File: config.mk
export PLATFORM = sky130hd
export DESIGN_NAME = fifo_wr_arbiter
export DESIGN_NICKNAME = d
export VERILOG_FILES = /design/src/rtl/fifo_arb_pkg.sv /design/src/rtl/rr_pick.sv /design/src/rtl/fifo_wr_arbiter.sv
export SDC_FILE = /design/constraint.sdc
export NUM_CORES = 1
export LEC_CHECK = 0
export CAP_MARGIN = 20
export CORE_MARGIN = 5
export CORE_UTILIZATION = 41
export DETAILED_ROUTE_END_ITERATION = 10
export PLACE_DENSITY = 0.79
export SETUP_SLACK_MARGIN = 0.3
export SLEW_MARGIN = 20
export SYNTH_ARGS = -nofsm -noshare
export SYNTH_HDL_FRONTEND = slang
export SYNTH_HIERARCHICAL = 1
export SYNTH_SLANG_ARGS = --single-unit
File: constraint.sdc
create_clock -name clk -period 3.4 [get_ports clk]
set_input_delay 1.02 -clock clk [delete_from_list [all_inputs] [get_ports clk]]
set_output_delay 1.02 -clock clk [all_outputs]
set_load 0.01 [all_outputs]
File: src/rtl/fifo_arb_pkg.sv
// Shared types and defaults for the FIFO write-port arbiter.
package fifo_arb_pkg;

    typedef enum logic {
        IDLE = 1'b0,
        LOCK = 1'b1
    } arb_state_t;

    localparam int ARB_NREQ      = 4;
    localparam int ARB_DW        = 8;
    localparam int ARB_DEPTH     = 64;
    localparam int ARB_BURST_LEN = 4;

    function automatic int src_id_w(input int n);
        return (n > 1) ? $clog2(n) : 1;
    endfunction

endpackage

File: src/rtl/rr_pick.sv
// Combinational round-robin pick: rotate req by ptr, take lowest set bit, rotate index back.
module rr_pick
    import fifo_arb_pkg::*;
#(
    parameter int NREQ = ARB_NREQ
) (
    input  logic [NREQ-1:0]             req,
    input  logic [src_id_w(NREQ)-1:0]   ptr,
    output logic [src_id_w(NREQ)-1:0]   winner,
    output logic                        any
);
    localparam int SW = src_id_w(NREQ);

    logic [NREQ-1:0] rot;
    logic [SW-1:0]   off;
    logic [SW:0]     sum;

    always_comb begin
        rot = NREQ'({req, req} >> ptr);
        off = '0;
        for (int i = NREQ - 1; i >= 0; i--) begin
            if (rot[i]) off = SW'(i);
        end
        sum = {1'b0, off} + {1'b0, ptr};
        if (sum >= (SW+1)'(NREQ)) sum = sum - (SW+1)'(NREQ);
        winner = sum[SW-1:0];
        any    = |req;
    end

endmodule

File: src/rtl/fifo_wr_arbiter.sv
// Round-robin arbiter sharing one FIFO write port among NREQ producers.
// Define FIFO_ARB_BURST_EN to let a winner hold the port for up to BURST_LEN beats.
module fifo_wr_arbiter
    import fifo_arb_pkg::*;
#(
    parameter int NREQ      = ARB_NREQ,
    parameter int DW        = ARB_DW,
    parameter int DEPTH     = ARB_DEPTH,
    parameter int BURST_LEN = ARB_BURST_LEN,
    parameter int CW        = $clog2(DEPTH) + 1
) (
    input  logic                        clk,
    input  logic                        rst_n,
    input  logic [NREQ-1:0]             req,
    input  logic [NREQ*DW-1:0]          req_data,
    output logic [NREQ-1:0]             gnt,
    input  logic [CW-1:0]               fifo_count,
    output logic                        fifo_wt_en,
    output logic [DW-1:0]               fifo_buf_in,
    output logic [src_id_w(NREQ)-1:0]   src_id
);
    localparam int SW = src_id_w(NREQ);
    localparam int FW = CW + 1;

    if (NREQ < 2 || NREQ > 8 || BURST_LEN < 1 || BURST_LEN > 15) begin : g_bad_cfg
        $error("fifo_wr_arbiter: NREQ must be 2..8 and BURST_LEN 1..15");
    end

    function automatic logic [SW-1:0] ptr_inc(input logic [SW-1:0] p);
        return (p == SW'(NREQ - 1)) ? '0 : p + 1'b1;
    endfunction

    arb_state_t                state_q, state_d;
    logic [NREQ-1:0]           gnt_q, gnt_d;
    logic                      fifo_wt_en_q, fifo_wt_en_d;
    logic [DW-1:0]             fifo_buf_in_q, fifo_buf_in_d;
    logic [SW-1:0]             src_id_q, src_id_d;
    logic [SW-1:0]             ptr_q, ptr_d;

    logic [NREQ-1:0][DW-1:0]   data_arr;
    logic [FW-1:0]             free;
    logic                      has_space;
    logic [SW-1:0]             pick_ptr;
    logic [SW-1:0]             winner;
    logic                      any;
    logic                      do_grant;
    logic [SW-1:0]             grant_idx;

    assign data_arr  = req_data;
    // The write registered last edge is not yet reflected in fifo_count.
    assign free      = FW'(DEPTH) - FW'(fifo_count) - FW'(fifo_wt_en_q);
    assign has_space = (free != '0);

`ifdef FIFO_ARB_BURST_EN
    logic [SW-1:0] owner_q, owner_d;
    logic [3:0]    beat_cnt_q, beat_cnt_d;
    logic          release_c;

    assign release_c = (state_q == LOCK) &&
                       ((beat_cnt_q >= 4'(BURST_LEN)) || !req[owner_q]);
    // On release, arbitration restarts just past the old owner in the same cycle.
    assign pick_ptr  = release_c ? ptr_inc(owner_q) : ptr_q;
`else
    assign pick_ptr  = ptr_q;
`endif

    rr_pick #(.NREQ(NREQ)) u_pick (
        .req    (req),
        .ptr    (pick_ptr),
        .winner (winner),
        .any    (any)
    );

    always_comb begin
        state_d       = state_q;
        ptr_d         = ptr_q;
        do_grant      = 1'b0;
        grant_idx     = winner;
        gnt_d         = '0;
        fifo_wt_en_d  = 1'b0;
        fifo_buf_in_d = fifo_buf_in_q;
        src_id_d      = src_id_q;
`ifdef FIFO_ARB_BURST_EN
        owner_d       = owner_q;
        beat_cnt_d    = beat_cnt_q;
        if (state_q == IDLE || release_c) begin
            if (release_c) ptr_d = pick_ptr;
            if (any && has_space) begin
                do_grant   = 1'b1;
                state_d    = LOCK;
                owner_d    = winner;
                beat_cnt_d = 4'd1;
            end else begin
                state_d    = IDLE;
                beat_cnt_d = 4'd0;
            end
        end else if (has_space) begin
            do_grant   = 1'b1;
            grant_idx  = owner_q;
            beat_cnt_d = beat_cnt_q + 4'd1;
        end
`else
        if (any && has_space) begin
            do_grant = 1'b1;
            ptr_d    = ptr_inc(winner);
        end
`endif
        if (do_grant) begin
            gnt_d[grant_idx] = 1'b1;
            fifo_wt_en_d     = 1'b1;
            fifo_buf_in_d    = data_arr[grant_idx];
            src_id_d         = grant_idx;
        end
    end

    always_ff @(posedge clk or negedge rst_n) begin
        if (!rst_n) begin
            state_q       <= IDLE;
            ptr_q         <= '0;
            gnt_q         <= '0;
            fifo_wt_en_q  <= 1'b0;
            fifo_buf_in_q <= '0;
            src_id_q      <= '0;
        end else begin
            state_q       <= state_d;
            ptr_q         <= ptr_d;
            gnt_q         <= gnt_d;
            fifo_wt_en_q  <= fifo_wt_en_d;
            fifo_buf_in_q <= fifo_buf_in_d;
            src_id_q      <= src_id_d;
        end
    end

`ifdef FIFO_ARB_BURST_EN
    always_ff @(posedge clk or negedge rst_n) begin
        if (!rst_n) begin
            owner_q    <= '0;
            beat_cnt_q <= '0;
        end else begin
            owner_q    <= owner_d;
            beat_cnt_q <= beat_cnt_d;
        end
    end
`endif

    assign gnt         = gnt_q;
    assign fifo_wt_en  = fifo_wt_en_q;
    assign fifo_buf_in = fifo_buf_in_q;
    assign src_id      = src_id_q;

endmodule

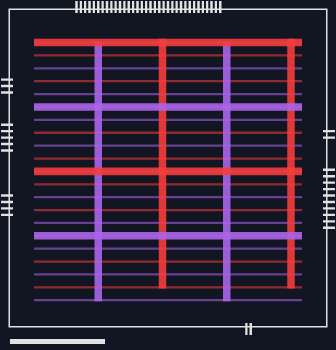
(images/floorplan.png)
The bar under the picture is 20 um long. Pins as bars on the die edge.
color	net
purple	VSS
red	VDD
met1 rails	21
rows	20
met5 straps	4

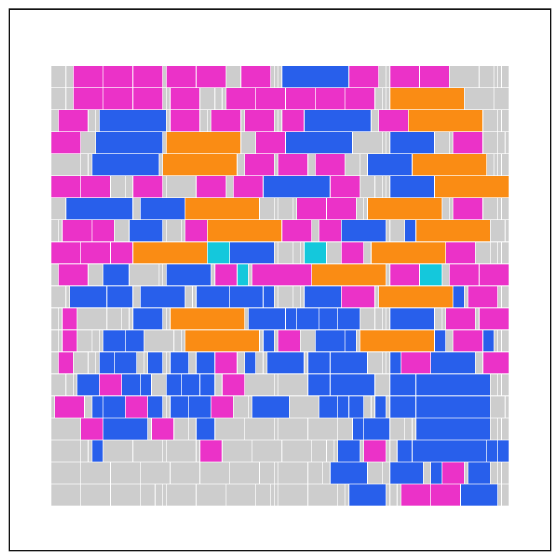
(images/class_map.png)
Fill, decap, tap and diode cells in gray.
color	class	cells	share of their area
blue	remaining logic cells	90	44%
orange	registers	17	20%
magenta	remaining buffers and delay cells	79	35%
cyan	clock drivers and dummy loads	4	1.2%

per-stage QoR:
step | instance area, sq um | total power, mW | utilization | setup TNS (ns) | instances
2_1_floorplan | 1320 | 1.115 | - | 0 | 111
3_3_place_gp | 2063 | 1.524 | 0.6703 | -1.715 | 225
3_5_place_dp | 2063 | 1.577 | 0.6703 | -2.447 | 225
4_1_cts | 2135 | 1.686 | 0.6935 | 0 | 231
5_1_grt | 2175 | 1.795 | 0.7065 | 0 | 234
6_report | 2175 | 1.664 | 0.7065 | 0 | 234
worst paths after layout:
path / end / slack, ns
worst min-delay path: fifo_buf_in[0] / 0.52
worst min register to register: fifo_buf_in[0] / 0.52
max in group asynchronous: gnt[2] / 1.79
worst max-delay path: fifo_buf_in[3] / 0.35
worst max register to register: fifo_buf_in[3] / 0.94
min in group asynchronous: fifo_buf_in[4] / 1.16
where the power goes:
part           internal (mW)  switching, mW
clock network         0.0456         0.0582
logic                  0.760          0.417
registers              0.308         0.0756
state kept, by name, indices dropped and copies added (netlist names):
register and count:
fifo_buf_in 8, fifo_wt_en 1, gnt 4, pick_ptr 2, src_id 2
area by class of cell:
class / instances / share of cell area
sequential: 17 / 0.1956
clock buffer: 4 / 0.01208
inverter: 14 / 0.02417
multi-input combinational: 76 / 0.4022
timing repair buffer: 79 / 0.3406
tap: 44 / 0.02532
cell families (layout without fill, tap and decap cells):
logic type / count (synthesis) / in the layout / share of synthesized area
AND/OR/NAND/NOR: 25 / 25 / 0.1167
multiplexers: 21 / 21 / 0.2723
buffers and inverters: 18 / 97 / 0.05977
flip-flops: 17 / 17 / 0.3226
adder cells (fa/ha/maj): 14 / 14 / 0.1328
AND-OR/OR-AND: 12 / 12 / 0.06925
XOR/XNOR: 4 / 4 / 0.02657
==> run notes <==
run metrics: floorplan utilization 0.4285, Area leader share 0.3226, clk sink count 17, crit share post-route 0.8962, routing usage on met1 0.1757, area reported by Yosys stat 0.001319 sq mm, WL met3 190 um, worst hold path type flop to flop, Synth async-reset ratio 1.000, min-delay src fifo_buf_in[0], Top Metal Used met4, Final Skew 0.002078 ns, tool warnings 31, Cell Chain, Critical Path clkdlybuf4s50_1, inv_2, ha_4, or3b_4, and4b_1, o2111ai_2, nand2_2, buf_6, mux2_4, final estimated routing congestion in global placement 0.8304, Rows 20, Flop area 425.4 sq um, Synth flops 17, met1 wire length 1262 um, initial antenna violation count 0, total die size between 0.004 and 0.005 sq mm, hold_ws roughly 0.52 ns, synthesized area per cell 11.88 sq um, status finished clean, GR peak layer met2, met2 WL post-DR 1842 um, Final Setup Violations 0, global-route wire length before repair 5313 um, DP Wirelength between 2000 and 3000 um, Die Width 66.72 um, leakage 0.9526 nW, # fillers 230, Critical Path Max Stage Delay roughly 0.50 ns, IO Pins 60, WP buf/inv 3, vias ~1.2k, met3 Usage GRT 0.03541, synth warn 6, dominant cell type by area after synthesis dfrtp_1
Power figures rest on the tool's default switching activity, not on a simulated workload.
